**Run 1: placement density heat map**

Scale bar: 20 um. 8 x 9 tiles, from black (low) to pale yellow (high), 0 to 100% covered.
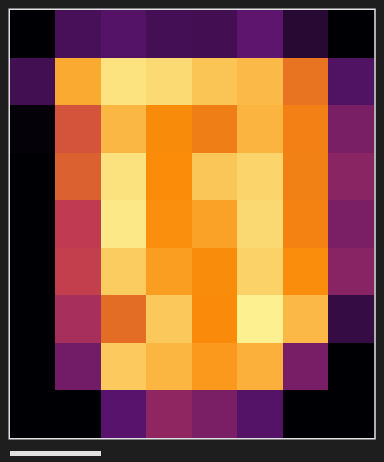
**Run 1: the metal 2 layer**

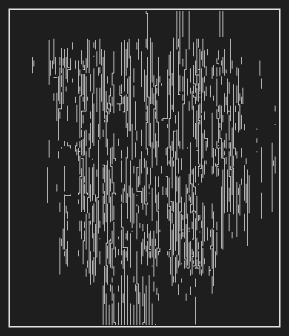
**Run 1: track usage over the die**

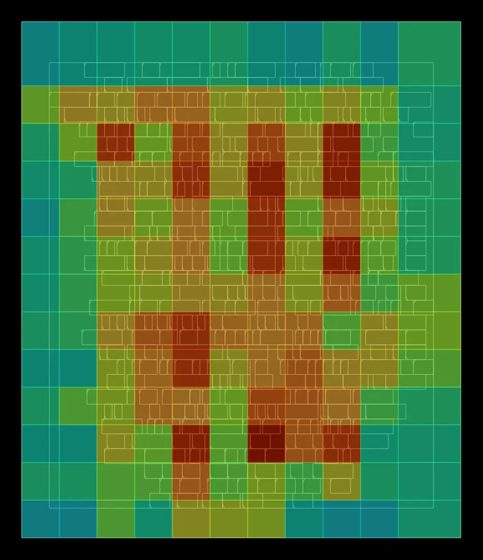
**src/rtl/cpu_step_controller_pkg.sv**
```systemverilog
// rtl/cpu_step_controller_pkg.sv - shared state encodings and widths for the CPU step controller
package cpu_step_controller_pkg;

    typedef enum logic [1:0] {
        S_STEP = 2'd0,
        S_RUN  = 2'd1,
        S_HALT = 2'd2
    } state_t;

    localparam int STEP_CNT_W = 16;

endpackage

```
**src/rtl/cpu_step_controller_if.sv**
```systemverilog
// rtl/cpu_step_controller_if.sv - key, mode, breakpoint and status signals of the step controller
interface cpu_step_controller_if #(
    parameter int PC_W = 8
);
    import cpu_step_controller_pkg::*;

    logic                  key_n;
    logic                  run_mode;
    logic                  bp_en;
    logic [PC_W-1:0]       bp_addr;
    logic [PC_W-1:0]       pc;
    logic                  step_en;
    logic                  halted;
    logic [STEP_CNT_W-1:0] step_count;

    // Board / CPU side: drives key, mode, breakpoint and PC; consumes status.
    modport master (
        output key_n, run_mode, bp_en, bp_addr, pc,
        input  step_en, halted, step_count
    );

    // Controller side.
    modport slave (
        input  key_n, run_mode, bp_en, bp_addr, pc,
        output step_en, halted, step_count
    );
endinterface

```
**src/rtl/cpu_step_controller_key_debouncer.sv**
```systemverilog
// rtl/cpu_step_controller_key_debouncer.sv - step key synchroniser, debouncer and press detector
module key_debouncer #(
    parameter int CYCLES = 2
) (
    input  logic clk,
    input  logic rst,
    input  logic key_n,
    output logic level,
    output logic press
);
    localparam int CNT_W = (CYCLES > 2) ? $clog2(CYCLES) : 1;

    logic             sync1;
    logic             sync2;
    logic             pressed_sync;
    logic [CNT_W-1:0] cnt;

    assign pressed_sync = ~sync2;

    // Two-flop synchroniser, then accept the new level only after it has
    // differed from the current one for CYCLES consecutive samples.
    always_ff @(posedge clk) begin
        if (rst) begin
            sync1 <= 1'b1;
            sync2 <= 1'b1;
            cnt   <= '0;
            level <= 1'b0;
            press <= 1'b0;
        end else begin
            sync1 <= key_n;
            sync2 <= sync1;
            press <= 1'b0;
            if (pressed_sync == level) begin
                cnt <= '0;
            end else if (cnt == CNT_W'(CYCLES - 1)) begin
                cnt   <= '0;
                level <= pressed_sync;
                press <= pressed_sync;
            end else begin
                cnt <= cnt + 1'b1;
            end
        end
    end
endmodule

```
**src/rtl/cpu_step_controller.sv**
```systemverilog
// rtl/cpu_step_controller.sv - single-step / free-run / breakpoint advance enable for the CPU
module cpu_step_controller
    import cpu_step_controller_pkg::*;
#(
    parameter int CLK_FREQ    = 50_000_000,
    parameter int DEBOUNCE_MS = 20,
    parameter int RUN_HZ      = 4,
    parameter int PC_W        = 8
) (
    input  logic                   clk,
    input  logic                   rst,
    cpu_step_controller_if.slave   bus
);
    localparam int DEBOUNCE_CYCLES = CLK_FREQ / 1000 * DEBOUNCE_MS;
    localparam int RUN_DIV         = CLK_FREQ / RUN_HZ;
    localparam int RUN_W           = $clog2(RUN_DIV);

    state_t                state;
    logic                  step_en;
    logic                  halted;
    logic [STEP_CNT_W-1:0] step_count;
    logic [RUN_W-1:0]      rate_cnt;

    logic                  key_level;
    logic                  key_press;
    logic                  press;
    logic                  tick;
    logic                  bp_hit;
    logic [PC_W-1:0]       pc_cur;
    logic [PC_W-1:0]       bp_cur;

    key_debouncer #(.CYCLES(DEBOUNCE_CYCLES)) u_key (
        .clk   (clk),
        .rst   (rst),
        .key_n (bus.key_n),
        .level (key_level),
        .press (key_press)
    );

    // A press pulse always coincides with the debounced level going high.
    assign press  = key_press & key_level;
    assign tick   = (rate_cnt == RUN_W'(RUN_DIV - 1));
    assign pc_cur = bus.pc;
    assign bp_cur = bus.bp_addr;
    assign bp_hit = bus.bp_en && (pc_cur == bp_cur);

    // Mode FSM with rate divider and step counter; all outputs registered so
    // step_en lands the cycle after its cause.
    always_ff @(posedge clk) begin
        if (rst) begin
            state      <= S_STEP;
            step_en    <= 1'b0;
            halted     <= 1'b0;
            step_count <= '0;
            rate_cnt   <= '0;
        end else begin
            step_en <= 1'b0;
            case (state)
                S_STEP: begin
                    if (press) begin
                        step_en    <= 1'b1;
                        step_count <= step_count + 1'b1;
                    end
                    if (bus.run_mode) begin
                        state    <= S_RUN;
                        rate_cnt <= '0;
                    end
                end
                S_RUN: begin
                    if (!bus.run_mode) begin
                        state    <= S_STEP;
                        rate_cnt <= '0;
                    end else if (tick) begin
                        rate_cnt <= '0;
                        if (bp_hit) begin
                            state  <= S_HALT;
                            halted <= 1'b1;
                        end else begin
                            step_en    <= 1'b1;
                            step_count <= step_count + 1'b1;
                        end
                    end else begin
                        rate_cnt <= rate_cnt + 1'b1;
                    end
                end
                S_HALT: begin
                    if (!bus.run_mode) begin
                        state  <= S_STEP;
                        halted <= 1'b0;
                    end else if (press) begin
                        step_en    <= 1'b1;
                        step_count <= step_count + 1'b1;
                        halted     <= 1'b0;
                        state      <= S_RUN;
                        rate_cnt   <= '0;
                    end
                end
                default: begin
                    state  <= S_STEP;
                    halted <= 1'b0;
                end
            endcase
        end
    end

    assign bus.step_en    = step_en;
    assign bus.halted     = halted;
    assign bus.step_count = step_count;
endmodule
```
**src/flat_wrapper.sv**
```systemverilog
// flat-port wrapper written by rule: the top's interface ports become plain ports
module cpu_step_controller_flat import cpu_step_controller_pkg::*;
#(
    parameter int CLK_FREQ    = 50_000_000,
    parameter int DEBOUNCE_MS = 20,
    parameter int RUN_HZ      = 4,
    parameter int PC_W        = 8
)
  (clk, rst, bus_key_n, bus_run_mode, bus_bp_en, bus_bp_addr, bus_pc, bus_step_en, bus_halted, bus_step_count);
  cpu_step_controller_if #(.PC_W(PC_W)) bus_i ();
  input  logic clk;
  input  logic rst;
  input wire logic [$bits(bus_i.key_n)-1:0] bus_key_n;
  input wire logic [$bits(bus_i.run_mode)-1:0] bus_run_mode;
  input wire logic [$bits(bus_i.bp_en)-1:0] bus_bp_en;
  input wire logic [$bits(bus_i.bp_addr)-1:0] bus_bp_addr;
  input wire logic [$bits(bus_i.pc)-1:0] bus_pc;
  output wire logic [$bits(bus_i.step_en)-1:0] bus_step_en;
  output wire logic [$bits(bus_i.halted)-1:0] bus_halted;
  output wire logic [$bits(bus_i.step_count)-1:0] bus_step_count;
  assign bus_i.key_n = bus_key_n;
  assign bus_i.run_mode = bus_run_mode;
  assign bus_i.bp_en = bus_bp_en;
  assign bus_i.bp_addr = bus_bp_addr;
  assign bus_i.pc = bus_pc;
  assign bus_step_en = bus_i.step_en;
  assign bus_halted = bus_i.halted;
  assign bus_step_count = bus_i.step_count;
  cpu_step_controller #(.CLK_FREQ(CLK_FREQ), .DEBOUNCE_MS(DEBOUNCE_MS), .RUN_HZ(RUN_HZ), .PC_W(PC_W)) u_core (.clk(clk), .rst(rst), .bus(bus_i));
endmodule
```
**config.mk**
```make
export PLATFORM = sky130hd
export DESIGN_NAME = cpu_step_controller_flat
export DESIGN_NICKNAME = d
export VERILOG_FILES = /design/src/rtl/cpu_step_controller_pkg.sv /design/src/rtl/cpu_step_controller_if.sv /design/src/rtl/cpu_step_controller_key_debouncer.sv /design/src/rtl/cpu_step_controller.sv /design/src/flat_wrapper.sv
export SDC_FILE = /design/constraint.sdc
export NUM_CORES = 1
export LEC_CHECK = 0
export CORE_ASPECT_RATIO = 1.2
export CORE_MARGIN = 5
export CORE_UTILIZATION = 55
export CTS_CLUSTER_SIZE = 30
export DETAILED_ROUTE_END_ITERATION = 16
export PLACE_DENSITY = 0.86
export SYNTH_ARGS = -nofsm -noshare
export SYNTH_HDL_FRONTEND = slang
export SYNTH_SLANG_ARGS = --single-unit
```
**constraint.sdc**
```tcl
create_clock -name clk -period 3.5 [get_ports clk]
set_clock_uncertainty 0.15 [all_clocks]
set_input_delay 0.7 -clock clk [delete_from_list [all_inputs] [get_ports clk]]
set_output_delay 0.7 -clock clk [all_outputs]
set_load 0.02 [all_outputs]
```
==> impl_metrics.py, run 1 <==
# Auto-generated metrics
metrics = {
    "run_status": {
        "status": "finished, final reports clean",
    },
    "job": {
        "maxCapViolations": 0,
        "tool_warnings": 29,
    },
    "clock_network": {
        "cts_buffer_depth": 2,
        "cts_setup_buffers": 0,
        "clock_latency_ns": 0.34,
        "h-tree-depth": 3,
        "cts_resized": 0,
        "cts-root-buf": "clkbuf_8",
        "holdBufCountCts": 0,
        "clock-sinks": 68,
        "cts_tree": "done",
        "cts_buffers": 9,
        "clkSlewWorstSetupHoldPaths_ns": 0.08,
    },
    "placement": {
        "gp_congestion": 0.806,
        "dp_cells": 487,
        "port_buffers": 38,
        "dp_hpwl_um": 4850,
    },
    "finish": {
        "fin_nets": 446,
        "syn_to_final_growth_pct": 20.5,
        "mostFrequentLayoutCells": "dfxtp_1, nor2_1, clkdlybuf4s50_1, xor2_1, nand2_1",
        "diodes": 0,
        "drive_above_1_share_pct": 6.15,
        "layout_top_cell": "dfxtp_1",
        "stdcell_count": 503,
        "fillers": 449,
    },
    "global_routing": {
        "antenna_found_initial": 0,
        "grt_max_degree": 29,
        "track_usage_pct": 20.4,
        "grt_pass1_wl_um": 12300,
        "gr-total-overflow": 0,
        "grt_pass1_vias": 2753,
    },
    "die": {
        "core_area_um2": 5740,
        "dieHeight_um": 94.5,
        "ios": 39,
        "die_x_um": 80.5,
        "floorplan.core_util_pct": 57.0,
        "dieArea_um2": 7610,
    },
    "yosys": {
        "synthFlopType": "dfxtp_1",
        "ys_area_um2": 3280,
        "ys_async_sr_fraction_pct": 0,
        "synth-edff-count": 0,
        "syn_inst": 379,
        "ys_cells": 379,
        "ys_warn_count": 0,
        "syn-cell-area_um2": 3280,
        "synth.avg_cell_area_um2": 8.64,
        "yosys.stat.seqShare_pct": 41.6,
        "fp_nets": 407,
        "ys_ff": 68,
        "synthDistinctLibCells": 44,
    },
    "sta": {
        "slew_viol_final": 0,
        "tightest_slew_ns": 0.632,
        "hold_violations": 0,
        "finalSetupViolations": 0,
        "grt_setup_unrepaired": "no",
        "fin_tns_setup_ns": 0,
        "slew_headroom_pct": 57.8,
        "fmax_mhz": 356,
        "finalClockPeriodUsage_pct": 80.2,
    },
    "routing": {
        "route.vias.total": 2858,
        "ant_nets": 0,
        "first_pass_iters": 4,
        "wire_per_inst_um": 14.2,
        "wirelength_um": 7130,
        "drc_errors": 0,
        "via_per_inst": 5.68,
        "drt_iter0_markers": 98,
    },
    "worst_setup_path": {
        "critPathKind": "flop to flop",
        "crit_fanout": 28,
        "endpoint_kind": "flop",
        "cp_data_required_time_ns": 3.64,
        "cp-start-kind": "flop",
    },
    "worst_hold_path": {
        "hp-class": "flop to flop",
    },
    "power_and_ir_drop": {
        "cellLeakagePower_nw": 1.37,
        "peakVddDrop_uv": 241,
        "p_per_area_nw_per_um2": 415,
    },
}
Notes on 'placement density heat map' above:
fullest tile: 97%
densest ninth of the die: middle
nearly empty tiles: 18%
mean over tiles: 51%
emptiest ninth of the die: bottom left
tiles over 75% full: 36%

Notes on 'the metal 2 layer' above:
share of all routed wire: 51%
main direction: vertical
nets with wire on the layer: 387
longest straight run: 29.6 um
wire length on this layer: 3620 um

Notes on 'track usage over the die' above:
met3 Resource Use GR: 5.25%
M2 GR Usage: 34.8%
fin util: 68.7%

[run 1: per-layer routing]
layer  share of wire (%)  GRT usage (%)
met1                  43           23.6
met2                  51           34.8
met3                 3.8           5.25
met4                 2.8           10.1
met5                   0              0
[run 1: layout make-up]
cell class | instances | area, um2 | share of cell area [%]
clock buffers | 13 | 159 | 4.03
clock inverters | 3 | 68.8 | 1.74
inverters | 5 | 18.8 | 0.476
multi-input cells | 294 | 1840 | 46.7
flip-flops and latches | 68 | 1360 | 34.5
well taps | 80 | 100 | 2.54
repair buffers | 40 | 395 | 10.0
[run 1: flip-flops by register name (all words and copies together) (netlist names)]
register	flops
u_core.rate_cnt	24
u_core.u_key.cnt	20
u_core.bus.step_count	16
u_core.state	2
u_core.bus.halted	1
u_core.bus.step_en	1
u_core.u_key.level	1
u_core.u_key.press	1
u_core.u_key.sync1	1
u_core.u_key.sync2	1
[run 1: report_power, final]
group | switching [mW] | internal (mW)
Clock | 0.296 | 0.442
Sequential | 0.00735 | 0.780
Combinational | 0.0619 | 0.0510
Total | 0.365 | 1.27
[run 1: path summary, 6_finish.rpt]
kind	from	endpoint	slack, ns	cells after the start
max	u_core.rate_cnt[9]$_SDFFE_PP0P_	u_core.bus.step_count[6]$_SDFFE_PP0P_	0.69	6
min	u_core.u_key.sync1$_SDFF_PP1_	u_core.u_key.sync2$_SDFF_PP1_	0.28	1
max reg2reg	u_core.rate_cnt[9]$_SDFFE_PP0P_	u_core.bus.step_count[6]$_SDFFE_PP0P_	0.69	6
min reg2reg	u_core.u_key.sync1$_SDFF_PP1_	u_core.u_key.sync2$_SDFF_PP1_	0.28	1
[run 1: synthesized netlist by cell type, types with 9 or more instances]
cell type | n | share of area [%]
nor2_1 | 60 | 6.9
o31ai_1 | 11 | 2.5
o21ai_0 | 11 | 1.7
xnor2_1 | 10 | 2.7
a21oi_1 | 17 | 2.6
or4_1 | 9 | 2.1
clkbuf_1 | 11 | 1.3
nand2_1 | 27 | 3.1
dfxtp_1 | 68 | 42
nand3_1 | 25 | 3.8
and3_1 | 13 | 2.5
nand4_1 | 11 | 2.1
xor2_1 | 37 | 9.9
[run 1: worst max-delay path: stages (launching register included)]
cell     delay [ns]
dfxtp_1        0.36
or4b_1         0.52
or4_4          0.47
o21ai_4        0.22
nand3_4        0.27
or4_1          0.60
a21oi_1        0.15
[run 1: kinds of logic after synthesis]
logic type,after synthesis,share of synthesized area [%]
DFF,68,41.6
muxes,4,1.26
xor gates and xnor gates,47,12.6
adders and majority gates,7,2.67
buffers and inverters,17,2.18
AOI/OAI and AO/OA,51,10.2
and+or+nand+nor,185,29.6
[run 1: per-stage QoR]
stage | total power [mW] | area (um2) | util, % | setup slack (ns) | hold WS [ns]
2_1_floorplan | 0.874 | 3280 | - | 0.926 | 0.239
3_3_place_gp | 0.912 | 3720 | 64.7 | 0.574 | 0.251
3_5_place_dp | 0.916 | 3720 | 64.7 | 0.494 | 0.256
4_1_cts | 1.65 | 3950 | 68.7 | 0.677 | 0.280
5_1_grt | 1.69 | 3950 | 68.7 | 0.533 | 0.299
6_report | 1.64 | 3950 | 68.7 | 0.692 | 0.279
--- run 2 (diff from run 1) ---
- CORE_UTILIZATION: 55 -> 50
- PLACE_DENSITY: 0.86 -> 0.83
- clock period: 3.5 -> 2.27 ns (I/O delays scaled with it)
==> run 2 against run 1 <==
- the run now ends with negative setup slack left
- sequential power increased by 54%
- sequential share of layout area decreased by 4.3 points
- critical endpoint is now u_core.bus.step_count[14]$_SDFFE_PP0P_
- clock-buffer cell count decreased by 3
- die size up 8.8%
- via count is 9.9% higher
- flip-flop count unchanged
- fmax grew 7.9%
- clock power grew 45%
- final area up 14%
- worst hold slack lost 0.017 ns
- synthesized cell count did not move
==> impl_metrics.py, run 2 <==
# Auto-generated metrics
metrics = {
    "worst_setup_path": {
        "ff2ff_path_depth": 7,
        "endpoint_kind": "flop",
        "cpLargestDelayFamily": "simple AND/OR/NAND/NOR gates",
        "cp_num_buf_inv": 1,
        "cp_data_required_time_ns": 2.40,
        "cp-start-kind": "flop",
        "crit_slowest_cell": "or4b_1",
        "critPathKind": "flop to flop",
        "critPathMaxStageDelay_ns": 0.51,
        "crit_path_frequent_cell": "or4_4",
    },
    "sta": {
        "finalClockPeriodUsage_pct": 115,
        "whs_ns": 0.262,
        "grt_setup_unrepaired": "yes",
        "fin_tns_setup_ns": -8.99,
        "slew_headroom_pct": 58.7,
        "finalWorstSetupSlack_ns": -0.331,
        "fmax_mhz": 384,
        "finalSetupViolations": 43,
    },
    "finish": {
        "diodes": 0,
        "drive_above_1_share_pct": 20.2,
        "largestRegisters": "u_core.rate_cnt x24, u_core.u_key.cnt x20, u_core.bus.step_count x16",
        "largest_reg_flops": 24,
        "syn_to_final_growth_pct": 37.8,
        "top_register": "u_core.rate_cnt",
        "mostFrequentLayoutCells": "dfxtp_1, nor2_1, buf_4, clkdlybuf4s50_1, xor2_1",
        "stdcell_count": 560,
    },
    "placement": {
        "gp_congestion": 0.872,
        "dp_cells": 531,
        "port_buffers": 38,
        "dp_hpwl_um": 5380,
    },
    "yosys": {
        "syn_inst": 379,
        "ys_cells": 379,
        "yosys.stat.seqShare_pct": 41.6,
        "ys_async_sr_fraction_pct": 0,
        "syn-cell-area_um2": 3280,
        "ys_ff": 68,
        "top_area_share_pct": 41.6,
        "synth.avg_cell_area_um2": 8.64,
        "synth-edff-count": 0,
    },
    "job": {
        "maxCapViolations": 0,
    },
    "routing": {
        "route.met3.wl_um": 306,
        "drc_errors": 0,
        "ant_nets": 0,
    },
    "run_status": {
        "violations": "negative setup slack",
        "status": "finished, violations left",
    },
    "clock_network": {
        "holdBufCountCts": 0,
        "clkSlewWorstSetupHoldPaths_ns": 0.07,
        "clock-sinks": 68,
        "cts-root-buf": "clkbuf_8",
        "cts_buffer_depth": 2,
    },
    "die": {
        "core_area_um2": 6410,
        "dieHeight_um": 98.7,
        "dieArea_um2": 8280,
    },
    "worst_hold_path": {
        "worstHoldPathCells": 1,
        "hp-class": "flop to flop",
    },
    "global_routing": {
        "track_usage_pct": 20.7,
        "grt_pass1_wl_um": 14100,
        "grt_max_degree": 27,
    },
}
run 2: cell counts after synthesis:
No cell type changed its count.
run 2: logic make-up (layout without fill, tap and decap cells):
family | count (synthesis) | in the layout | synth area share [%]
and+or+nand+nor | 185 | 188 | 29.6
DFF | 68 | 68 | 41.6
AOI/OAI and AO/OA | 51 | 51 | 10.2
buffers and inverters | 17 | 110 | 2.18
xor gates and xnor gates | 47 | 47 | 12.6
adders and majority gates | 7 | 7 | 2.67
muxes | 4 | 4 | 1.26
run 2: where the power goes:
group	switching, mW	internal, mW	total [mW]
logic	0.142	0.154	0.296
clock network	0.461	0.609	1.07
registers	0.00826	1.20	1.21
run 2: layer usage:
layer  up-vias  GRT usage, %
met3        20          3.60
met1      1517          22.2
met4         0          10.9
met2        71          38.4
met5         -             0
li1       1533             -
run 2: cell type report:
cell class	instances	area (um2)
Clock buffer	10	128
Tap cell	85	106
Multi-Input combinational cell	297	1970
Fill cell	451	1890
Timing Repair Buffer	90	856
Inverter	5	18.8
Clock inverter	5	77.6
Sequential cell	68	1360
run 2: path summary, 6_finish.rpt:
kind | endpoint | slack [ns] | startpoint
setup / recovery | u_core.bus.step_count[14]$_SDFFE_PP0P_ | -0.33 | u_core.rate_cnt[8]$_SDFFE_PP0P_
hold / removal | u_core.u_key.sync2$_SDFF_PP1_ | 0.26 | u_core.u_key.sync1$_SDFF_PP1_
setup reg to reg | u_core.bus.step_count[14]$_SDFFE_PP0P_ | -0.33 | u_core.rate_cnt[8]$_SDFFE_PP0P_
hold reg to reg | u_core.u_key.sync2$_SDFF_PP1_ | 0.26 | u_core.u_key.sync1$_SDFF_PP1_
run 2: per-stage QoR:
step	utilization (%)	instance area, um2	setup slack [ns]	power, mW
after global placement	62.9	4030	-0.308	1.44
after global routing	70.5	4510	-0.409	2.67
final	70.5	4510	-0.331	2.58
after floorplan	-	3290	-0.266	1.35
after detailed placement	62.9	4030	-0.392	1.45
after CTS	68.9	4410	-0.267	2.56
run 2: repair_timing:
action	4_1_cts	5_1_grt
setup buffers	8	3
gates cloned	4	1
gates resized	11	25
setup endpoints to repair	41	44
pin swaps	9	5
run 2: worst reg2reg max path, stage by stage (launching register included):
cell and delay [ns]:
dfxtp_2 0.32, or4b_1 0.51, or4_4 0.46, o21ai_4 0.22, buf_12 0.16, nand3_4 0.11
or4_4 0.46, a21oi_2 0.14
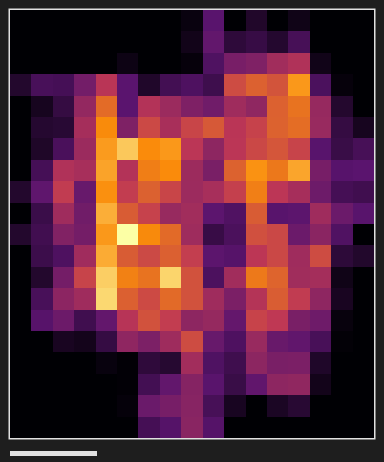
**Above:** run 2 (routed metal per tile).
Scale bar: 20 um. 17 x 20 tiles, from black (low) to pale yellow (high), scaled to the fullest tile. Values are wire area over tile area, all layers added.
fullest tile: 0.58
mean over tiles: 0.16
densest ninth of the die: middle
tiles over half the peak: 21%
emptiest ninth of the die: bottom left
nearly empty tiles: 27%

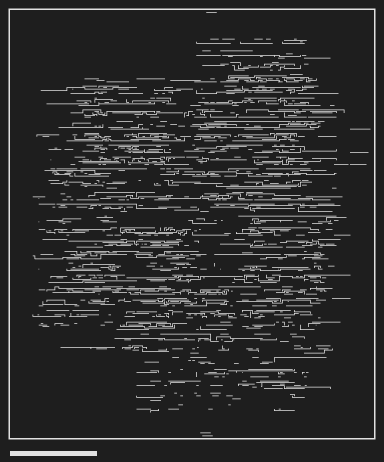
**Above:** run 2 (met1 routing).
Scale bar: 20 um.
nets with wire on the layer: 463
main direction: horizontal
share of all routed wire: 41%
met1 Usage GRT: 22.2%
final wirelength: 8490 um
DR vias: 3141

--- run 3 (diff from run 2) ---
- CORE_MARGIN: 5 -> not set
- TNS_END_PERCENT: not set -> 10
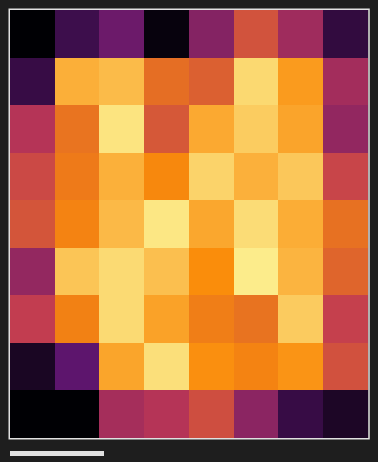
**Above:** run 3 (placement density heat map).
Scale bar: 20 um. 8 x 9 tiles, from black (low) to pale yellow (high), 0 to 100% covered.
Placeable Area: 6170 um2
fin util: 70.0%
fp_density: 53.1%

==> run 3 against run 2 <==
- the flow still finishes with violations (negative setup slack)
- critical endpoint is now u_core.bus.step_count[11]$_SDFFE_PP0P_
- core utilization fell by 0.52 points
- clock power rose by 6%
- flip-flop count did not move
- sequential power barely moved
==> impl_metrics.py, run 3 <==
# Auto-generated metrics
metrics = {
    "run_status": {
        "violations": "negative setup slack",
        "status": "finished, violations left",
    },
    "routing": {
        "wire_per_inst_um": 14.5,
        "first_pass_iters": 4,
        "top_layer": "met4",
        "drt_iter0_markers": 196,
        "met2WireLength_um": 4100,
        "route.met3.wl_um": 298,
        "route.vias.total": 3055,
    },
    "yosys": {
        "ys_cells": 379,
        "topCellsByArea": "dfxtp_1, xor2_1, nor2_1",
        "ys_async_sr_fraction_pct": 0,
        "syn_inst": 379,
        "ys_area_um2": 3280,
        "synth_area_leader_cell": "dfxtp_1",
        "most_common_cell": "dfxtp_1",
    },
    "job": {
        "tool_warnings": 32,
    },
    "global_routing": {
        "gr-total-overflow": 0,
        "grt_pass1_wl_um": 12800,
        "grt_pass1_vias": 2989,
    },
    "sta": {
        "tightest_slew_ns": 0.550,
        "finalWorstSetupSlack_ns": -0.335,
        "grt_setup_unrepaired": "yes",
        "finalSetupViolations": 40,
    },
    "placement": {
        "dpl-instance-area_um2": 3980,
    },
    "worst_setup_path": {
        "crit_fanout": 12,
        "critPathKind": "flop to flop",
        "cp_data_required_time_ns": 2.35,
    },
    "finish": {
        "fin_nets": 486,
        "stdcell_area_um2": 4310,
        "largestRegisters": "u_core.rate_cnt x24, u_core.u_key.cnt x20, u_core.bus.step_count x16",
    },
    "die": {
        "dieHeight_um": 90.7,
    },
    "power_and_ir_drop": {
        "p_per_area_nw_per_um2": 599,
        "peakVddDrop_uv": 477,
    },
    "clock_network": {
        "cts-root-buf": "clkbuf_8",
        "clkSlewWorstSetupHoldPaths_ns": 0.07,
    },
}
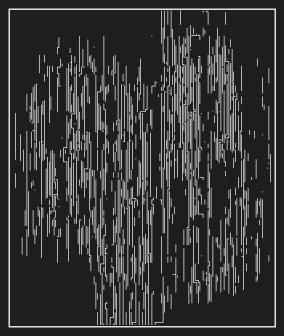
**Above:** run 3 (the metal 2 layer).
nets with wire on the layer: 426
wire length on this layer: 4100 um
share of all routed wire: 52%
main direction: vertical
longest straight run: 29.2 um

[run 3: cell count changes in the layout (fill, tap and decap cells not counted), moves of 4 or more]
cell / previous run / this run
o31ai_2: 5 / 0
o21ai_1: 9 / 3
o31ai_1: 6 / 11
o21ai_0: 1 / 8
buf_4: 42 / 38
buf_6: 6 / 2
[run 3: stage by stage]
step	instances	util [%]	hold slack (ns)	power (mW)
floorplan	379	-	0.239	1.35
CTS	541	68.4	0.275	2.56
global route	545	70.0	0.295	2.67
global placement	523	64.5	0.250	1.44
detailed placement	523	64.5	0.250	1.45
finish	545	70.0	0.270	2.59
[run 3: area by class of cell]
type | count | area [um2]
clock buffers | 10 | 138
clock inverters | 6 | 87.6
fillers | 454 | 1850
inverters | 5 | 18.8
multi-input cells | 296 | 1920
flip-flops and latches | 68 | 1360
well taps | 82 | 103
repair buffers | 78 | 688
[run 3: critical path, stage by stage, from the launching register on]
cell     delay, ns
dfxtp_1       0.31
or4b_1        0.50
or4_4         0.45
o21ai_4       0.25
buf_4         0.16
nand3_4       0.17
o41ai_2       0.40
a21oi_1       0.10
[run 3: worst paths after layout]
path                                                 startpoint                                     end  cells past startpoint
worst max-delay path            u_core.rate_cnt[8]$_SDFFE_PP0P_  u_core.bus.step_count[11]$_SDFFE_PP0P_                      7
worst min-delay path              u_core.u_key.sync1$_SDFF_PP1_           u_core.u_key.sync2$_SDFF_PP1_                      1
worst max register to register  u_core.rate_cnt[8]$_SDFFE_PP0P_  u_core.bus.step_count[11]$_SDFFE_PP0P_                      7
worst min register to register    u_core.u_key.sync1$_SDFF_PP1_           u_core.u_key.sync2$_SDFF_PP1_                      1
[run 3: cells by family after synthesis]
family | Yosys count | synth area share (%)
DFF | 68 | 41.6
xor gates and xnor gates | 47 | 12.6
AOI/OAI and AO/OA | 51 | 10.2
and+or+nand+nor | 185 | 29.6
adders and majority gates | 7 | 2.67
buffers and inverters | 17 | 2.18
muxes | 4 | 1.26
[run 3: power breakdown]
group | leakage [nW] | internal (mW) | switching [mW]
clock network | 0.116 | 0.648 | 0.482
logic | 0.924 | 0.121 | 0.123
registers | 0.549 | 1.20 | 0.0101
[run 3: repair_timing]
action,in CTS,in global routing
setup endpoints to repair,20,43
pin swaps,13,4
resized,2,13
cloned,1,1
buffers inserted,1,3
[run 3: layer usage]
| layer | up-vias | GRT usage, % |
|---|---|---|
| li1 | 1507 | - |
| met4 | 0 | 14.2 |
| met2 | 66 | 40.9 |
| met5 | - | 0 |
| met1 | 1457 | 26.3 |
| met3 | 25 | 5.47 |
Power and IR drop assume default switching activity.
